[src/rtl/wb_stage.sv]
// Write-back stage: retires one instruction per cycle into the register file.
// Loads park in WAIT_LOAD until data arrives or the timeout fires.
module wb_stage #(
    parameter int unsigned TIMEOUT = 255
) (
    input  logic        CLK,
    input  logic        RST,
    input  logic        in_valid,
    output logic        in_ready,
    input  logic [31:0] in_ins,
    input  logic [31:0] in_alu,
    input  logic [31:0] in_pc4,
    input  logic        mem_rvalid,
    input  logic [31:0] mem_rdata,
    output logic        wen,
    output logic [4:0]  wadr,
    output logic [31:0] wdata,
    output logic        busy,
    output logic        err
);

    typedef enum logic [1:0] {
        IDLE,
        WAIT_LOAD,
        WRITE
    } state_t;

    typedef struct packed {
        logic        load;
        logic        wr;
        logic [4:0]  dst;
        logic [2:0]  kind;
        logic [31:0] data;
    } dec_t;

    localparam logic [5:0] OP_RFORM = 6'h00;
    localparam logic [5:0] OP_JAL   = 6'h03;
    localparam logic [5:0] FN_JR    = 6'h08;
    localparam logic [7:0] TO       = TIMEOUT[7:0];

    state_t      state, state_n;
    logic [7:0]  cnt, cnt_n, cnt_inc;
    logic        err_n;
    logic        wen_n;
    logic [4:0]  wadr_n;
    logic [31:0] wdata_n;

    logic        ld_wr, ld_wr_n;
    logic [4:0]  ld_dst, ld_dst_n;
    logic [2:0]  ld_kind, ld_kind_n;
    logic [1:0]  ld_off, ld_off_n;

    dec_t        dec;
    logic        accept;
    logic [31:0] ld_data;

    logic unused_bits;
    assign unused_bits = ^{in_ins[25:21], in_ins[10:6]};

    // Loads: LB 0x20, LH 0x21, LW 0x23, LBU 0x24, LHU 0x25
    always_comb begin
        logic [5:0] op;
        logic [5:0] fn;
        logic       rform;
        logic       jal;
        logic       imm;
        logic       writer;
        op    = in_ins[31:26];
        fn    = in_ins[5:0];
        rform = (op == OP_RFORM);
        jal   = (op == OP_JAL);
        imm   = (op[5:3] == 3'b001);
        dec.load = (op == 6'h20) || (op == 6'h21) ||
                   (op == 6'h23) || (op == 6'h24) ||
                   (op == 6'h25);
        writer = (rform && fn != FN_JR) || jal || imm || dec.load;
        if (rform)
            dec.dst = in_ins[15:11];
        else if (jal)
            dec.dst = 5'd31;
        else
            dec.dst = in_ins[20:16];
        dec.wr   = writer && (dec.dst != 5'd0);
        dec.kind = op[2:0];
        dec.data = jal ? in_pc4 : in_alu;
    end

    always_comb begin
        logic [7:0]  b;
        logic [15:0] h;
        b = mem_rdata[{ld_off, 3'b000} +: 8];
        h = ld_off[1] ? mem_rdata[31:16] : mem_rdata[15:0];
        unique case (1'b1)
            ld_kind == 3'b000: ld_data = {{24{b[7]}}, b};
            ld_kind == 3'b001: ld_data = {{16{h[15]}}, h};
            ld_kind == 3'b100: ld_data = {24'd0, b};
            ld_kind == 3'b101: ld_data = {16'd0, h};
            default:           ld_data = mem_rdata;
        endcase
    end

    assign in_ready = (state != WAIT_LOAD);
    assign busy     = (state == WAIT_LOAD);
    assign accept   = in_valid && in_ready;
    assign cnt_inc  = cnt + 8'd1;

    always_comb begin
        state_n   = state;
        cnt_n     = cnt;
        err_n     = err;
        wen_n     = 1'b0;
        wadr_n    = wadr;
        wdata_n   = wdata;
        ld_wr_n   = ld_wr;
        ld_dst_n  = ld_dst;
        ld_kind_n = ld_kind;
        ld_off_n  = ld_off;
        unique case (state)
            WAIT_LOAD: begin
                // data arriving on the last allowed cycle still wins
                if (mem_rvalid) begin
                    state_n = WRITE;
                    wen_n   = ld_wr;
                    if (ld_wr) begin
                        wadr_n  = ld_dst;
                        wdata_n = ld_data;
                    end
                end else if (cnt_inc == TO) begin
                    state_n = IDLE;
                    err_n   = 1'b1;
                    cnt_n   = 8'd0;
                end else begin
                    cnt_n = cnt_inc;
                end
            end
            default: begin
                if (!accept) begin
                    state_n = IDLE;
                end else if (dec.load) begin
                    state_n   = WAIT_LOAD;
                    cnt_n     = 8'd0;
                    ld_wr_n   = dec.wr;
                    ld_dst_n  = dec.dst;
                    ld_kind_n = dec.kind;
                    ld_off_n  = in_alu[1:0];
                end else begin
                    state_n = WRITE;
                    wen_n   = dec.wr;
                    if (dec.wr) begin
                        wadr_n  = dec.dst;
                        wdata_n = dec.data;
                    end
                end
            end
        endcase
    end

    always_ff @(posedge CLK) begin
        if (RST) begin
            state   <= IDLE;
            cnt     <= 8'd0;
            err     <= 1'b0;
            wen     <= 1'b0;
            wadr    <= 5'd0;
            wdata   <= 32'd0;
            ld_wr   <= 1'b0;
            ld_dst  <= 5'd0;
            ld_kind <= 3'd0;
            ld_off  <= 2'd0;
        end else begin
            state   <= state_n;
            cnt     <= cnt_n;
            err     <= err_n;
            wen     <= wen_n;
            wadr    <= wadr_n;
            wdata   <= wdata_n;
            ld_wr   <= ld_wr_n;
            ld_dst  <= ld_dst_n;
            ld_kind <= ld_kind_n;
            ld_off  <= ld_off_n;
        end
    end

endmodule

[config.mk]
export PLATFORM = sky130hd
export DESIGN_NAME = wb_stage
export DESIGN_NICKNAME = d
export VERILOG_FILES = /design/src/rtl/wb_stage.sv
export SDC_FILE = /design/constraint.sdc
export NUM_CORES = 1
export LEC_CHECK = 0
export CORE_MARGIN = 2
export CORE_UTILIZATION = 47
export CTS_CLUSTER_DIAMETER = 30
export DETAILED_ROUTE_END_ITERATION = 10
export HOLD_SLACK_MARGIN = 0.06
export PLACE_DENSITY_LB_ADDON = 0.2
export SLEW_MARGIN = 10
export SYNTH_ARGS = -nofsm -noshare
export SYNTH_HDL_FRONTEND = slang
export SYNTH_SLANG_ARGS = --single-unit
[constraint.sdc]
create_clock -name CLK -period 5.7 [get_ports CLK]
set_input_delay 1.14 -clock CLK [delete_from_list [all_inputs] [get_ports CLK]]
set_output_delay 1.14 -clock CLK [all_outputs]
set_load 0.05 [all_outputs]
Run 1, signal wires on met1:
The bar under the picture is 20 um long.
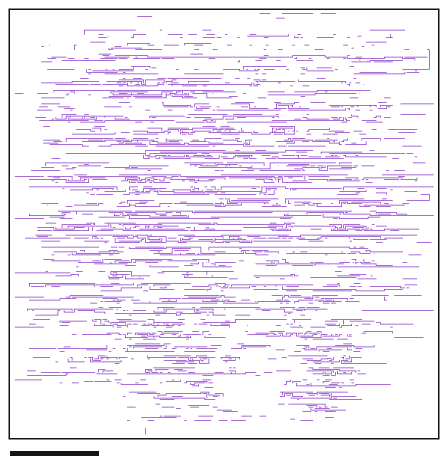
nets with wire on the layer: 653
longest straight run: 35.4 um
main direction: horizontal
share of all routed wire: 43%
met1 Use GR: 36.63%
vias post-DR: 4219
wirelength, routed: 12650 um

Run 1, signal wires on met3:
The bar under the picture is 20 um long. Cells faint in the background.
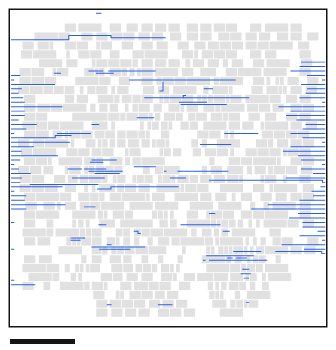
longest straight run: 34.5 um
main direction: horizontal
share of all routed wire: 7.9%
M3 GR Usage: 4.732%

Run 1, local utilization:
10 x 10 tiles, from white (low) to dark blue (high), 0 to 100% covered.
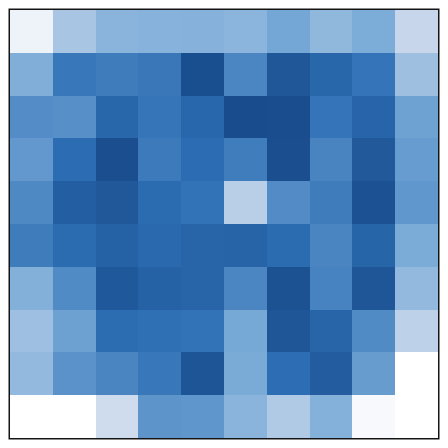
mean over tiles: 61%
nearly empty tiles: 4.0%
tiles over 75% full: 35%
fullest tile: 89%

Run 1, routing congestion map:
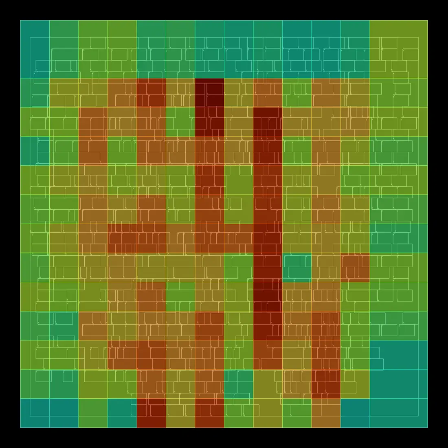
gr usage total: 27.32%
fin util: 70.61%
Most Crowded Layer GR: met2
M2 GR Usage: 45.37%

## run 1: synth_stat cells, drive strengths merged, types with 2 or more instances
library cell,count,area (um2)
nand2b,5,31.28
o22ai,2,18.77
ha,2,25.02
a21oi,39,195.2
a211oi,3,22.52
nand4,2,12.51
a31oi,5,31.28
buf,10,62.56
dfxtp,60,1201
nand3,5,25.02
clkbuf,32,120.1
or3,2,12.51
nand2,58,217.7
nor4,3,25.02
nor2,23,86.33
a22o,7,61.31
a2111o,2,22.52
xor2,2,17.52
a221o,24,240.2
mux2i,69,690.7
or4,2,18.77
mux2,14,157.7
o21bai,9,67.56
inv,13,48.79
o221ai,16,140.1
o32ai,2,36.29
nor2b,7,43.79
nor3,5,25.02
o21ai,15,75.07
and3,8,50.05
nand3b,10,75.07
o31ai,3,22.52
==> results.py, run 1 <==
# Synthesis and PnR figures
metrics = {
    "timing": {
        "slew_headroom_pct": 39.31,
        "post-route-period-util_pct": 68.61,
        "fin_skew_ns": 0.006216,
        "rsz0062_at_grt": "false",
        "period_minus_slack_ns": 3.911,
        "hold_slack_ns": 0.4567,
        "hold_viol_final": 0,
        "finalSetupTns_ns": 0,
    },
    "routing": {
        "drt-met1-wl_um": 5379,
        "drt_iter0_markers": 330,
    },
    "floorplanning": {
        "ioPinCount": 173,
        "fp_util_pct": 48.70,
        "core_um2": 8258,
    },
    "cells_and_area": {
        "lay_top_count": "clkdlybuf4s50_1",
        "regArea_um2": 1201,
        "buffer_area_share_pct": 28.50,
        "nClkBuffers": 11,
        "diodes": 0,
        "nets": 746,
        "comb_share_pct": 44.66,
        "fillers": 679,
        "combGateArea_um2": 2604,
        "logic_gates": 360,
    },
    "setup_path": {
        "slowest_delay_ns": 0.95,
        "crit_arrival_ns": 2.77,
        "path_class": "reg -> out",
        "cp-end-kind": "primary output",
        "cp_top_family": "buffers and inverters",
        "start_kind": "flip-flop",
    },
    "min_path": {
        "worst_hold_path.endpoint": "wdata[13]",
        "min_path_cells": 2,
    },
    "synthesis": {
        "numSynthFlops": 60,
        "synthCells": 475,
        "ys_sh_simple_pct": 16.49,
        "syn-num-nets": 609,
        "ff_type": "dfxtp_1",
    },
    "power_and_ir_drop": {
        "maxPowerGroup": "registers",
        "p_per_area_nw_per_um2": 185.0,
        "seqPwrFrac_pct": 40.7,
    },
    "job": {
        "warnings": 37,
        "max-cap-violations": 0,
    },
    "run_status": {
        "status": "complete, no violations",
    },
    "clock_tree": {
        "cts_setup_buffers": 0,
        "root_buffer": "clkbuf_8",
        "cts_resized": 0,
        "insertion_delay_ns": 0.34,
    },
    "placement": {
        "gp_congestion": 0.9470,
        "preCtsSetupSlack_ns": 1.472,
    },
    "global_routing": {
        "antenna_found_initial": 0,
    },
}
==> run 1 -> run 2 <==
--- a/config.mk
+++ b/config.mk
@@ -6,7 +6,7 @@
 export NUM_CORES = 1
 export LEC_CHECK = 0
 export CORE_MARGIN = 2
-export CORE_UTILIZATION = 47
+export CORE_UTILIZATION = 43
 export CTS_CLUSTER_DIAMETER = 30
 export DETAILED_ROUTE_END_ITERATION = 10
 export HOLD_SLACK_MARGIN = 0.06
==> constraint.sdc (replaced) <==
create_clock -name CLK -period 3.6 [get_ports CLK]
set_input_delay 0.72 -clock CLK [delete_from_list [all_inputs] [get_ports CLK]]
set_output_delay 0.72 -clock CLK [all_outputs]
set_load 0.05 [all_outputs]
Run 2, signal wires on met3:
The bar under the picture is 20 um long. Cells faint in the background.
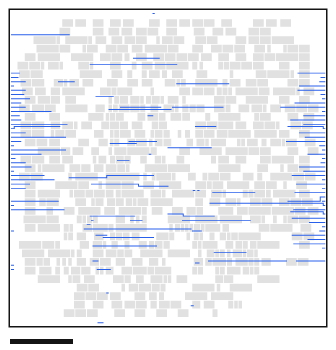
M3 GR Usage: 4.785%
wirelength, routed: 12600 um

==> run 2 against run 1 <==
Against the previous run:
- non-clock buffer count is 5 higher
- area after synthesis stayed put
- critical endpoint is now wdata[14]
- clock skew is 0.0012 ns higher
- total power is 59% higher
- register-to-register slack worse by 0.87 ns
- setup slack worse by 1.1 ns
- combinational power is about 60% higher
- via count is 1.5% lower
- sequential cell count stayed put
- cell area is 1.1% higher
- sequential power is 58% higher
- sequential share of layout area is 0.22 points lower
==> results.py, run 2 <==
# Synthesis and PnR figures
metrics = {
    "timing": {
        "rsz0062_at_grt": "false",
        "hold_slack_ns": 0.4610,
        "fin_skew_ns": 0.007407,
        "slew_headroom_pct": 46.97,
        "post-route-period-util_pct": 81.57,
        "hold_viol_final": 0,
    },
    "cells_and_area": {
        "buffer_area_share_pct": 29.04,
        "utilization_pct": 64.40,
        "combGateArea_um2": 2604,
        "nClkBuffers": 10,
        "regArea_um2": 1201,
        "comb_share_pct": 44.17,
        "diodes": 0,
        "logic_gates": 360,
    },
    "clock_tree": {
        "cts_setup_buffers": 0,
        "root_buffer": "clkbuf_8",
        "cts_resized": 0,
    },
    "run_status": {
        "status": "complete, no violations",
    },
    "routing": {
        "drt_iter0_markers": 208,
        "vias": 4157,
    },
    "global_routing": {
        "antenna_found_initial": 0,
        "grtUsageTotal_pct": 24.91,
    },
    "synthesis": {
        "common_cells": "mux2i_1, dfxtp_1, nand2_1, a21oi_1, clkbuf_1",
        "synthCells": 475,
        "ys_top_cells_by_area": "dfxtp_1, mux2i_1, a221o_1",
        "yosys.area.top_type": "dfxtp_1",
        "most_common_cell": "mux2i_1",
        "numSynthFlops": 60,
    },
    "job": {
        "warnings": 37,
        "max-cap-violations": 0,
    },
    "setup_path": {
        "cp-end-kind": "flip-flop",
        "path_class": "in -> reg",
        "slowest_delay_ns": 0.62,
    },
    "placement": {
        "gp_congestion": 0.9147,
        "preCtsSetupSlack_ns": 0.3202,
    },
    "min_path": {
        "worst_hold_path.endpoint": "wdata[24]",
        "min_path_cells": 2,
    },
    "floorplanning": {
        "core_um2": 9153,
        "ioPinCount": 173,
        "fp_util_pct": 43.94,
    },
}
run 2: cell counts after synthesis:
No cell type changed its count.
run 2: power breakdown:
group | internal (uW) | total, uW | switching [uW] | leakage (uW)
registers | 685 | 697 | 11.9 | 0.000486
logic | 218 | 420 | 202 | 0.00186
clock network | 331 | 603 | 272 | 0.0000979
run 2: kinds of logic (layout without fill, tap and decap cells):
group	after synthesis	in the layout	share of synthesized area (%)
fa+ha+maj	2	2	0.6222
compound gates	137	137	25.51
simple gates	135	135	16.49
mux	83	83	21.10
flops	60	60	29.87
xor+xnor	3	3	0.6535
buf+inv	55	201	5.756
run 2: layer usage:
metal	GRT usage (%)	wire, um	vias up
li1	-	-	2061
met1	33.67	5622	1932
met2	39.69	5834	148
met3	4.785	929	16
met4	8.535	218	0
met5	0	0	-
Power figures rest on the tool's default switching activity, not on a simulated workload.
